<file path="src/rtl/div_if.sv">
// Handshake and operand/result bundle between the EX-stage ALU and the divider.
// The ALU drives the request side (master); the divider answers (slave).
interface div_if #(
    parameter int WIDTH = 32
);
    logic                 start;
    logic                 signed_div;
    logic [WIDTH-1:0]     opr1;
    logic [WIDTH-1:0]     opr2;
    logic                 cancel;
    logic                 ready;
    logic                 busy;
    logic [2*WIDTH-1:0]   res;

    modport master (
        output start, signed_div, opr1, opr2, cancel,
        input  ready, busy, res
    );

    modport slave (
        input  start, signed_div, opr1, opr2, cancel,
        output ready, busy, res
    );
endinterface

</file>
<file path="src/rtl/div_unit.sv">
// Radix-2 restoring divider for DIV/DIVU: one quotient bit per cycle on magnitudes,
// signs reapplied at the end. res = {remainder, quotient} feeds the HI/LO write path.
module div_unit #(
    parameter int WIDTH = 32
) (
    input logic  clk,
    input logic  resetn,
    div_if.slave bus
);
    localparam int CNT_W = $clog2(WIDTH) + 1;

    typedef enum logic [1:0] {IDLE, DIVZ, BUSY, DONE} state_t;

    state_t                   state_q, state_d;
    logic [CNT_W-1:0]         cnt_q;
    logic                     sgn_q, s1_q, s2_q, divz_q;
    logic [WIDTH-1:0]         prem_q, quo_q, dsor_q;
    logic [2*WIDTH-1:0]       res_q;

    logic                     accept;
    logic                     last_iter;
    logic [WIDTH:0]           prem_sh;
    logic signed [WIDTH:0]    trial;
    logic [WIDTH-1:0]         quo_fix, rem_fix;
    logic [2*WIDTH-1:0]       result;

    function automatic logic [WIDTH-1:0] negate(input logic [WIDTH-1:0] v);
        return (~v) + {{(WIDTH-1){1'b0}}, 1'b1};
    endfunction

    // Two's-complement magnitude; the most negative value maps onto itself, which
    // is exactly the right unsigned magnitude.
    function automatic logic [WIDTH-1:0] magnitude(input logic [WIDTH-1:0] v, input logic sgn);
        return (sgn && v[WIDTH-1]) ? negate(v) : v;
    endfunction

    assign accept    = (state_q == IDLE) && bus.start && !bus.cancel;
    assign last_iter = (cnt_q == CNT_W'(WIDTH - 1));

    // The trial subtract needs WIDTH+1 bits: the shifted remainder can exceed WIDTH bits.
    assign prem_sh = {prem_q, quo_q[WIDTH-1]};
    assign trial   = $signed(prem_sh - {1'b0, dsor_q});

    // Zero-divisor results are stored raw and must bypass the sign fix-up.
    assign quo_fix = (sgn_q && (s1_q ^ s2_q) && !divz_q) ? negate(quo_q) : quo_q;
    assign rem_fix = (sgn_q && s1_q && !divz_q) ? negate(prem_q) : prem_q;
    assign result  = {rem_fix, quo_fix};

    always_ff @(posedge clk or negedge resetn) begin
        if (!resetn) begin
            state_q <= IDLE;
        end else begin
            state_q <= state_d;
        end
    end

    always_comb begin
        state_d   = state_q;
        bus.ready = 1'b0;
        bus.busy  = (state_q != IDLE);
        bus.res   = res_q;
        case (state_q)
            IDLE: begin
                if (accept) begin
                    state_d = (bus.opr2 == '0) ? DIVZ : BUSY;
                end
            end
            DIVZ: state_d = DONE;
            BUSY: begin
                if (last_iter) begin
                    state_d = DONE;
                end
            end
            DONE: begin
                state_d = IDLE;
                if (!bus.cancel) begin
                    bus.ready = 1'b1;
                    bus.res   = result;
                end
            end
            default: state_d = IDLE;
        endcase
        if (bus.cancel && (state_q != IDLE)) begin
            state_d = IDLE;
        end
    end

    always_ff @(posedge clk or negedge resetn) begin
        if (!resetn) begin
            cnt_q  <= '0;
            sgn_q  <= 1'b0;
            s1_q   <= 1'b0;
            s2_q   <= 1'b0;
            divz_q <= 1'b0;
            prem_q <= '0;
            quo_q  <= '0;
            dsor_q <= '0;
            res_q  <= '0;
        end else begin
            if (accept) begin
                sgn_q  <= bus.signed_div;
                s1_q   <= bus.opr1[WIDTH-1];
                s2_q   <= bus.opr2[WIDTH-1];
                cnt_q  <= '0;
                dsor_q <= magnitude(bus.opr2, bus.signed_div);
                if (bus.opr2 == '0) begin
                    divz_q <= 1'b1;
                    prem_q <= bus.opr1;
                    quo_q  <= '1;
                end else begin
                    divz_q <= 1'b0;
                    prem_q <= '0;
                    quo_q  <= magnitude(bus.opr1, bus.signed_div);
                end
            end else if (state_q == BUSY) begin
                cnt_q <= cnt_q + CNT_W'(1);
                if (!trial[WIDTH]) begin
                    prem_q <= trial[WIDTH-1:0];
                    quo_q  <= {quo_q[WIDTH-2:0], 1'b1};
                end else begin
                    prem_q <= prem_sh[WIDTH-1:0];
                    quo_q  <= {quo_q[WIDTH-2:0], 1'b0};
                end
            end
            if ((state_q == DONE) && !bus.cancel) begin
                res_q <= result;
            end
        end
    end
endmodule

</file>
<file path="src/flat_wrapper.sv">
// flat-port wrapper written by rule: the top's interface ports become plain ports
module div_unit_flat 
#(
    parameter int WIDTH = 32
)
  (clk, resetn, bus_start, bus_signed_div, bus_opr1, bus_opr2, bus_cancel, bus_ready, bus_busy, bus_res);
  div_if #(.WIDTH(WIDTH)) bus_i ();
  input logic clk;
  input logic resetn;
  input wire logic [$bits(bus_i.start)-1:0] bus_start;
  input wire logic [$bits(bus_i.signed_div)-1:0] bus_signed_div;
  input wire logic [$bits(bus_i.opr1)-1:0] bus_opr1;
  input wire logic [$bits(bus_i.opr2)-1:0] bus_opr2;
  input wire logic [$bits(bus_i.cancel)-1:0] bus_cancel;
  output wire logic [$bits(bus_i.ready)-1:0] bus_ready;
  output wire logic [$bits(bus_i.busy)-1:0] bus_busy;
  output wire logic [$bits(bus_i.res)-1:0] bus_res;
  assign bus_i.start = bus_start;
  assign bus_i.signed_div = bus_signed_div;
  assign bus_i.opr1 = bus_opr1;
  assign bus_i.opr2 = bus_opr2;
  assign bus_i.cancel = bus_cancel;
  assign bus_ready = bus_i.ready;
  assign bus_busy = bus_i.busy;
  assign bus_res = bus_i.res;
  div_unit #(.WIDTH(WIDTH)) u_core (.clk(clk), .resetn(resetn), .bus(bus_i));
endmodule
</file>
<file path="config.mk">
export PLATFORM = sky130hd
export DESIGN_NAME = div_unit_flat
export DESIGN_NICKNAME = d
export VERILOG_FILES = /design/src/rtl/div_if.sv /design/src/rtl/div_unit.sv /design/src/flat_wrapper.sv
export SDC_FILE = /design/constraint.sdc
export NUM_CORES = 1
export LEC_CHECK = 0
export CAP_MARGIN = 20
export CORE_MARGIN = 1
export CORE_UTILIZATION = 42
export DETAILED_ROUTE_END_ITERATION = 10
export PLACE_DENSITY_LB_ADDON = 0.08
export SYNTH_ARGS = -nofsm -noshare
export SYNTH_HDL_FRONTEND = slang
export SYNTH_SLANG_ARGS = --single-unit
</file>
<file path="constraint.sdc">
create_clock -name clk -period 3.37 [get_ports clk]
set_input_delay 0.8425 -clock clk [delete_from_list [all_inputs] [get_ports clk]]
set_output_delay 0.8425 -clock clk [all_outputs]
set_load 0.01 [all_outputs]
</file>
**Run 1: routed clock nets over the placement**

Scale bar: 50 um.
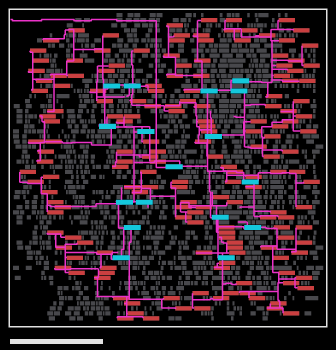
[clock wires] magenta | length: 2430 um
[flip-flops] red | count: 172
[clock drivers] cyan | count: 17
routed clock nets: 18
flops lie: all over the die
clock power share: 11.6%
skew final: 0.0130 ns
worst skew pair latency: 0.44 ns
Clk. pwr: 2.07 mW

**Run 1: where the registers sit**

Scale bar: 50 um.
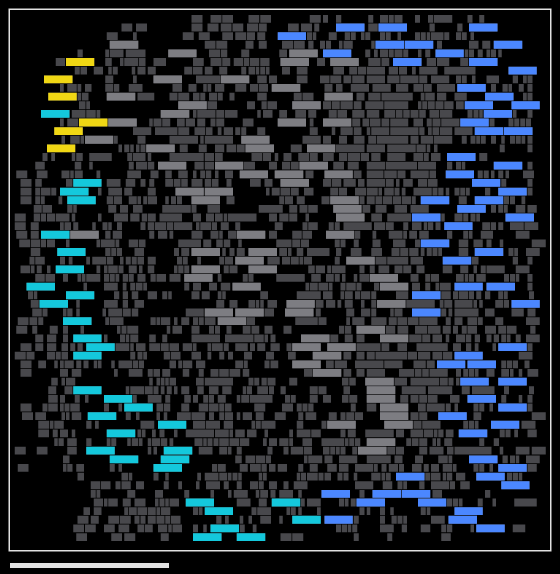
[u_core.dsor_q] cyan | placed flops: 32
[u_core.res_q] blue | placed flops: 64 | where: a column on the right
[u_core.cnt_q] yellow | placed flops: 6 | where: upper left

==> flow_metrics.py, run 1 <==
# Generated from Yosys and OpenROAD reports
metrics = {
    "status": {
        "status": "complete, but fails checks",
        "violations": "negative setup slack",
    },
    "synth": {
        "flop_cell": "dfrtp_1",
        "ys.flops": 172,
        "synthCells": 1421,
        "synthDistinctLibCells": 72,
    },
    "setup_path": {
        "rr_endpoint": "u_core.prem_q[14]$_DFFE_PN0P_",
        "max_stage_delay_ns": 0.56,
        "crit_slowest_cell": "or4_4",
        "crit_required_ns": 2.53,
        "crit_end": "bus_res[62]",
        "crit_start": "u_core.prem_q[6]$_DFFE_PN0P_",
        "cp_max_fo": 3,
    },
    "placement": {
        "post-place-ws_ns": -0.603,
        "placed_area_um2": 14900,
        "place_congestion": 0.923,
        "port_buffers": 134,
    },
    "finish": {
        "synthToLayoutAreaGrowth_pct": 38.5,
        "finalNetCount": 1835,
        "antennaDiodeCount": 0,
    },
    "global_routing": {
        "grt_max_degree": 84,
        "grt-busiest-layer": "met2",
        "track_usage_pct": 26.8,
    },
    "drt": {
        "detailedRoute.firstIterationViolations": 867,
        "drc_errors": 0,
        "wl_per_cell_um": 18.1,
    },
    "floorplanning": {
        "die_y_um": 170,
        "core_area_um2": 27800,
        "die_w_um": 170,
    },
    "timing": {
        "final_max_slew_viol_count": 0,
        "setup_viol": 34,
        "slew_headroom_pct": 31.1,
        "setup_slack_ns": -0.510,
        "rsz0062_at_grt": "yes",
        "finalCritPeriodShare_pct": 115,
    },
    "clock_network": {
        "cts_tree": "built",
        "path_clk_slew_ns": 0.08,
        "post_cts_buffers": 24,
        "htreeDepth": 4,
    },
    "worst_hold_path": {
        "hold_path_class": "in -> async",
    },
    "power": {
        "p_leak_nw": 7.39,
        "p_total_mw": 17.9,
    },
    "run": {
        "warning_count": 31,
        "maxCapViolations": 0,
    },
}
**Run 1: placement by cell class**

Fill, decap, tap and diode cells in gray.
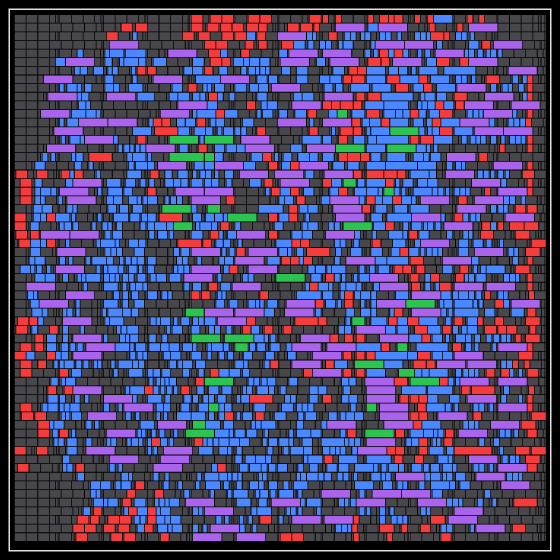
[flops] purple | cells: 172
[clock drivers and dummy loads] green | cells: 32
[combinational and other logic] blue | cells: 1171
[other buffers and delay cells] red | cells: 362
final core occ: 59.1%
fraction of area in registers: 26.2%
Final Cell Area: 16400 um^2
row count: 61

**Run 1: clock nets**

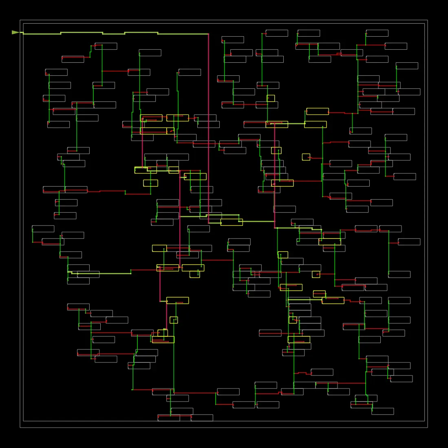
Clock Sinks: 172
TritonCTS Buffers: 17

run 1: cells in the mapped netlist (3+ instances only):
master,number,area (um^2)
o21ai_0,262,1310
dfrtp_1,172,4300
nand2_1,167,627
a21oi_1,84,420
nor2_1,84,315
xor2_1,79,692
xnor2_1,70,613
clkbuf_1,60,225
inv_1,51,191
mux2i_1,44,440
ha_1,41,513
a22oi_1,37,278
nor3_1,27,135
o31ai_1,17,128
a21o_1,14,105
o41ai_1,14,123
nand3_1,13,65.1
nand2b_1,12,75.1
and3_1,11,68.8
nand4_1,11,68.8
nor4_1,11,68.8
a31oi_1,10,62.6
nor2b_1,10,62.6
and2_1,9,56.3
a211oi_1,8,60.1
or3_1,8,50.1
or4_1,8,60.1
buf_1,7,26.3
o21a_1,7,52.6
buf_2,6,30.0
o211ai_1,4,30.0
and2_0,3,18.8
buf_4,3,22.5
o211a_1,3,30.0
run 1: cells by family after synthesis:
family	count (synthesis)	synth area share (%)
muxes	45	3.81
DFF	172	36.3
buffers and inverters	130	4.38
and+or+nand+nor	395	16.0
xor gates and xnor gates	149	11.0
AOI/OAI and AO/OA	488	24.1
adders and majority gates	42	4.49
run 1: registers in the layout (all words and copies together) (netlist names):
name            flops
u_core.cnt_q        6
u_core.divz_q       1
u_core.dsor_q      32
u_core.prem_q      32
u_core.quo_q       32
u_core.res_q       64
u_core.s1_q         1
u_core.s2_q         1
u_core.sgn_q        1
u_core.state_q      2
run 1: worst min-delay path by stage:
stage / from / end / slack (ns) / cells past startpoint
final: resetn / u_core.res_q[40]$_DFFE_PN0P_ / 0.37 / 1
after CTS: resetn / u_core.res_q[39]$_DFFE_PN0P_ / 0.38 / 1
after detailed placement: u_core.res_q[2]$_DFFE_PN0P_ / u_core.res_q[2]$_DFFE_PN0P_ / 0.46 / 2
after global placement: u_core.res_q[29]$_DFFE_PN0P_ / u_core.res_q[29]$_DFFE_PN0P_ / 0.45 / 2
after global routing: resetn / u_core.res_q[38]$_DFFE_PN0P_ / 0.39 / 1
after floorplan: u_core.res_q[0]$_DFFE_PN0P_ / u_core.res_q[0]$_DFFE_PN0P_ / 0.44 / 2
run 1: where the power goes:
group	total, mW	switching (mW)	internal, mW
Clock	2.07	0.986	1.09
Combinational	12.0	6.51	5.50
Sequential	3.84	0.803	3.04
Total	17.9	8.30	9.62
run 1: metrics by stage:
| stage | utilization [%] | hold WS, ns |
|---|---|---|
| 2_1_floorplan | - | 0.439 |
| 3_3_place_gp | 53.7 | 0.450 |
| 6_report | 59.1 | 0.370 |
| 3_5_place_dp | 53.7 | 0.459 |
| 4_1_cts | 57.7 | 0.378 |
| 5_1_grt | 59.1 | 0.395 |
run 1: layer usage:
layer	wire [um]	part of all wire, %
met1	17900	47
met4	855	2.2
met3	1730	4.5
met5	0	0
met2	17700	46
run 1: area by class of cell:
class	instances	area, um^2
multi-input combinational	1119	7750
inverter	52	195
fill	2589	11400
clock inverter	14	171
tap	378	473
timing repair buffer	362	3100
sequential	172	4300
clock buffer	18	439
==> inputs of run 2 (changes only) <==
Clock period 3.37 ns to 3.3 ns, I/O delays scaled along.
**Run 2: routed clock nets over the placement**

Scale bar: 50 um.
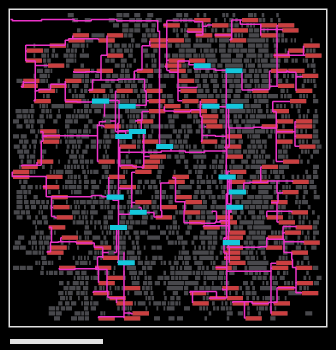
[clock drivers] cyan | count: 17
[clock wires] magenta | length: 2450 um
[flip-flops] red | count: 172
flops lie: all over the die

**Run 2: clock nets**

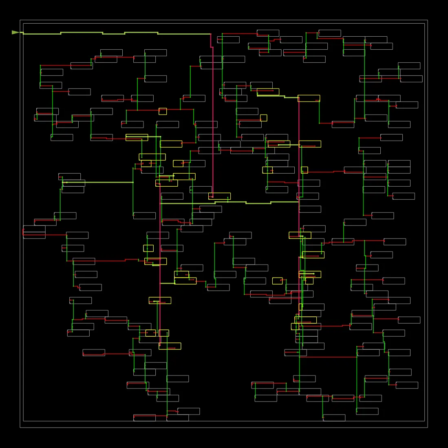
clock buffer count: 18
Flop Count: 172

==> flow_metrics.py, run 2 <==
# Generated from Yosys and OpenROAD reports
metrics = {
    "worst_hold_path": {
        "hold_path_class": "in -> async",
    },
    "status": {
        "violations": "negative setup slack",
        "status": "complete, but fails checks",
    },
    "setup_path": {
        "cp_data_arrival_time_ns": 3.02,
        "crit_start": "u_core.prem_q[3]$_DFFE_PN0P_",
        "rr_endpoint": "u_core.prem_q[14]$_DFFE_PN0P_",
        "cp_max_fo": 3,
        "crit_required_ns": 2.47,
        "crit_end": "bus_res[62]",
    },
    "synth": {
        "flop_cell": "dfrtp_1",
        "synthDistinctLibCells": 72,
        "top_cells_by_count": "262 x o21ai_0, 172 x dfrtp_1, 167 x nand2_1",
        "most_common_cell": "o21ai_0",
        "synthCells": 1421,
        "top_cell_area_share_pct": 36.3,
        "syn-cell-area_um2": 11900,
        "ys.flops": 172,
        "topCellsByArea": "dfrtp_1 36%, o21ai_0 11%, xor2_1 5.8%, nand2_1 5.3%, xnor2_1 5.2%",
    },
    "finish": {
        "top_register": "u_core.res_q",
        "fin_util_pct": 60.3,
        "fillCellCount": 2506,
        "synthToLayoutAreaGrowth_pct": 41.2,
        "logic_area_um2": 7940,
        "finalNetCount": 1859,
        "largest_reg_flops": 64,
        "antennaDiodeCount": 0,
        "design_area_um2": 16800,
    },
    "clock_network": {
        "cts_tree": "built",
        "clock_tree.root_cell": "clkbuf_16",
        "path_clk_slew_ns": 0.09,
        "htreeDepth": 4,
        "cts_buffers": 17,
    },
    "power": {
        "netSwitchingPower_mw": 8.75,
        "p_sw_share_pct": 46.3,
        "p_leak_nw": 7.33,
        "p_clk_share_pct": 11.1,
        "p_int_mw": 10.1,
        "p_total_mw": 18.9,
        "seq_power_share_pct": 20.8,
        "combPwrFrac_pct": 68.0,
    },
    "global_routing": {
        "track_usage_pct": 27.5,
        "grt_max_degree": 66,
    },
    "timing": {
        "setup_viol": 40,
        "setup_slack_ns": -0.544,
        "finalCritPeriodShare_pct": 116,
        "skew_ns": 0.0216,
        "slew_headroom_pct": 25.7,
        "tns_ns": -10.18,
        "rsz0062_at_grt": "yes",
        "final_max_slew_viol_count": 0,
    },
    "floorplanning": {
        "row_count": 61,
        "die_y_um": 170,
        "core_area_um2": 27800,
    },
    "drt": {
        "wl_met1_mm": 18.4,
        "detailedRoute.firstIterationViolations": 746,
        "highest_layer": "met4",
        "first_pass_iters": 5,
        "drc_errors": 0,
        "wl_met3_mm": 1.85,
        "wl_per_cell_um": 18.3,
        "wl_met2_mm": 18.1,
    },
    "run": {
        "warning_count": 32,
        "maxCapViolations": 0,
    },
    "placement": {
        "port_buffers": 134,
        "place_congestion": 0.914,
        "placed_area_um2": 15100,
    },
}
==> run 2: cell counts after synthesis <==
No cell type changed its count.
==> run 2: layout make-up <==
| type | count | share of cell area, % |
|---|---|---|
| clock inverters | 14 | 0.993 |
| well taps | 378 | 2.82 |
| repair buffers | 385 | 19.4 |
| flip-flops and latches | 172 | 25.7 |
| inverters | 52 | 1.18 |
| clock buffers | 18 | 2.56 |
| multi-input cells | 1120 | 47.4 |
==> run 2: how the worst min path moves through the flow <==
stage,end,slack (ns),start
after global placement,u_core.res_q[41]$_DFFE_PN0P_,0.45,u_core.res_q[41]$_DFFE_PN0P_
after CTS,u_core.res_q[41]$_DFFE_PN0P_,0.36,resetn
final,u_core.res_q[41]$_DFFE_PN0P_,0.34,resetn
after detailed placement,u_core.res_q[32]$_DFFE_PN0P_,0.46,u_core.res_q[32]$_DFFE_PN0P_
after global routing,u_core.res_q[39]$_DFFE_PN0P_,0.38,resetn
after floorplan,u_core.res_q[0]$_DFFE_PN0P_,0.44,u_core.res_q[0]$_DFFE_PN0P_
==> run 2: through the flow <==
stage          std cells  hold WS (ns)  worst slack [ns]
3_5_place_dp        2063         0.460            -0.614
6_report            2139         0.341            -0.544
2_1_floorplan       1421         0.439           -0.0370
3_3_place_gp        2063         0.450            -0.593
4_1_cts             2119         0.360            -0.621
5_1_grt             2139         0.380            -0.742
==> run 2: logic make-up after synthesis <==
logic type / after synthesis / share of synthesized area [%]
buffers and inverters: 130 / 4.38
and+or+nand+nor: 395 / 16.0
DFF: 172 / 36.3
adders and majority gates: 42 / 4.49
AOI/OAI and AO/OA: 488 / 24.1
muxes: 45 / 3.81
xor gates and xnor gates: 149 / 11.0
==> run 2: power groups by stage <==
stage | Clock (mW) | Combinational, mW | Sequential [mW]
floorplan | 0 | 6.94 | 3.75
global placement | 0 | 11.3 | 3.83
detailed placement | 0 | 11.5 | 3.86
CTS | 2.14 | 11.9 | 3.86
global route | 2.20 | 14.1 | 4.03
finish | 2.10 | 12.9 | 3.94
==> run 2: repair_timing <==
item | CTS | global route
gates resized | 317 | 114
pin swaps | 60 | 66
setup buffers | 24 | 30
endpoints found under the setup margin | 66 | 69
gates cloned | 2 | 0
==> run 2: per-layer routing <==
metal,up-vias,track usage [%]
met5,-,0
met4,0,9.05
met3,44,2.88
met2,341,44.5
met1,5574,38.4
li1,5722,-
==> run 2: critical path, stage by stage (launching register included) <==
cell and delay [ns]:
dfrtp_1 0.39, or4_4 0.56, nor4_4 0.21, buf_4 0.18, nand3_2 0.09, or3_4 0.36
nor4_4 0.15, buf_4 0.16, a21oi_2 0.06, xnor2_2 0.16, o21ai_1 0.12, buf_2 0.14
==> inputs of run 3 (changes only) <==
Settings changed: SLEW_MARGIN from default to 10.
**Run 3: where the registers sit**

Scale bar: 50 um.
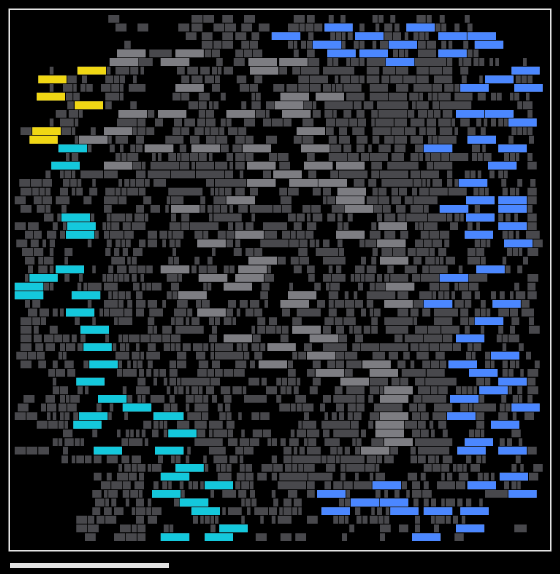
[u_core.res_q] blue | placed flops: 64
[u_core.cnt_q] yellow | placed flops: 6 | where: upper left
[u_core.dsor_q] cyan | placed flops: 32
not colored: 70
Reg area: 4310 um^2
seq pwr: 3.94 mW

**Run 3: clock nets**

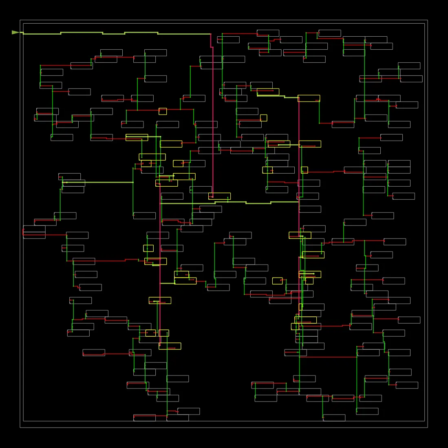
worst skew pair latency: 0.45 ns
Clk. pwr: 2.10 mW
skew final: 0.0216 ns

==> flow_metrics.py, run 3 <==
# Generated from Yosys and OpenROAD reports
metrics = {
    "status": {
        "status": "complete, but fails checks",
        "violations": "negative setup slack",
    },
    "synth": {
        "yosys.area_share.simple_pct": 16.0,
        "top_cells_by_count": "262 x o21ai_0, 172 x dfrtp_1, 167 x nand2_1",
        "synth.mux.area_fraction_pct": 3.81,
        "synthDistinctLibCells": 72,
        "most_common_cell": "o21ai_0",
        "topCellsByArea": "dfrtp_1 36%, o21ai_0 11%, xor2_1 5.8%, nand2_1 5.3%, xnor2_1 5.2%",
        "syn-cell-area_um2": 11900,
        "top_area_cell": "dfrtp_1",
        "ys.flops": 172,
        "synthCells": 1421,
        "ys_sh_xor_pct": 11.0,
        "synth-compound-area-share_pct": 24.1,
    },
    "setup_path": {
        "cp_max_fo": 3,
        "crit_required_ns": 2.47,
        "cp_data_arrival_time_ns": 3.02,
    },
    "timing": {
        "setup_slack_ns": -0.544,
        "final_max_slew_viol_count": 0,
        "rsz0062_at_grt": "yes",
        "tns_ns": -10.18,
        "holdWs_ns": 0.341,
        "slew_headroom_pct": 25.7,
        "setup_viol": 40,
    },
    "placement": {
        "place_congestion": 0.914,
        "post-place-ws_ns": -0.614,
        "port_buffers": 134,
        "dp_cells": 2063,
        "placed_area_um2": 15100,
    },
    "finish": {
        "finalNetCount": 1859,
        "synthToLayoutAreaGrowth_pct": 41.2,
        "final_cells": 2139,
        "design_area_um2": 16800,
        "largest_reg_flops": 64,
    },
    "floorplanning": {
        "row_count": 61,
        "die_y_um": 170,
        "core_area_um2": 27800,
    },
    "power": {
        "seq_power_share_pct": 20.8,
        "p_leak_nw": 7.33,
        "p_int_mw": 10.1,
        "combPwrFrac_pct": 68.0,
        "p_total_mw": 18.9,
        "netSwitchingPower_mw": 8.75,
    },
    "clock_network": {
        "cts_tree": "built",
        "htreeDepth": 4,
        "clock_tree.root_cell": "clkbuf_16",
        "path_clk_slew_ns": 0.09,
        "cts.sinks": 172,
    },
    "global_routing": {
        "grt_max_degree": 66,
        "track_usage_pct": 27.5,
    },
    "worst_hold_path": {
        "hold_path_class": "in -> async",
    },
    "run": {
        "maxCapViolations": 0,
        "warning_count": 32,
    },
    "drt": {
        "detailedRoute.firstIterationViolations": 746,
        "first_pass_iters": 5,
    },
}
run 3: power by group through the flow:
stage	Combinational (mW)	Clock, mW	Sequential, mW
detailed placement	11.5	0	3.86
global route	14.1	2.20	4.03
floorplan	6.94	0	3.75
finish	12.9	2.10	3.94
CTS	11.9	2.14	3.86
global placement	11.3	0	3.83
run 3: worst paths after layout:
check / endpoint / cells past startpoint / start
max reg2reg: u_core.prem_q[14]$_DFFE_PN0P_ / 11 / u_core.dsor_q[0]$_DFFE_PN0P_
max: bus_res[62] / 11 / u_core.prem_q[3]$_DFFE_PN0P_
min reg2reg: u_core.res_q[0]$_DFFE_PN0P_ / 2 / u_core.res_q[0]$_DFFE_PN0P_
min in group clk: u_core.res_q[0]$_DFFE_PN0P_ / 2 / u_core.res_q[0]$_DFFE_PN0P_
max in group asynchronous: u_core.dsor_q[0]$_DFFE_PN0P_ / 2 / resetn
min: u_core.res_q[41]$_DFFE_PN0P_ / 1 / resetn
run 3: cell type report:
| cell class | count | area [um^2] |
|---|---|---|
| clock buffer | 18 | 429 |
| clock inverter | 14 | 166 |
| fill | 2506 | 11000 |
| inverter | 52 | 198 |
| multi-input combinational | 1120 | 7940 |
| sequential | 172 | 4310 |
| tap | 378 | 473 |
| timing repair buffer | 385 | 3240 |
run 3: what timing repair did:
item / 4_1_cts / 5_1_grt
resized: 317 / 114
gates cloned: 2 / 0
buffers inserted: 24 / 30
endpoints found under the setup margin: 66 / 69
hold buffers: 0 / 0
pin swaps: 60 / 66
run 3: worst max-delay path: stages, from the launching register on:
cell     delay, ns
dfrtp_1       0.39
or4_4         0.56
nor4_4        0.21
buf_4         0.18
nand3_2       0.09
or3_4         0.36
nor4_4        0.15
buf_4         0.16
a21oi_2       0.06
xnor2_2       0.16
o21ai_1       0.12
buf_2         0.14
run 3: routing by layer:
layer	up-vias	global-route usage, %	part of all wire, %
li1	5722	-	-
met2	341	44.5	46
met1	5574	38.4	47
met5	-	0	0
met4	0	9.05	2.1
met3	44	2.88	4.7
run 3: kinds of logic (layout without fill, tap and decap cells):
logic type | Yosys count | count (layout)
compound gates | 488 | 488
fa+ha+maj | 42 | 42
xor+xnor | 149 | 149
mux | 45 | 45
flops | 172 | 172
buf+inv | 130 | 469
simple gates | 395 | 396
Power figures rest on the tool's default switching activity, not on a simulated workload.
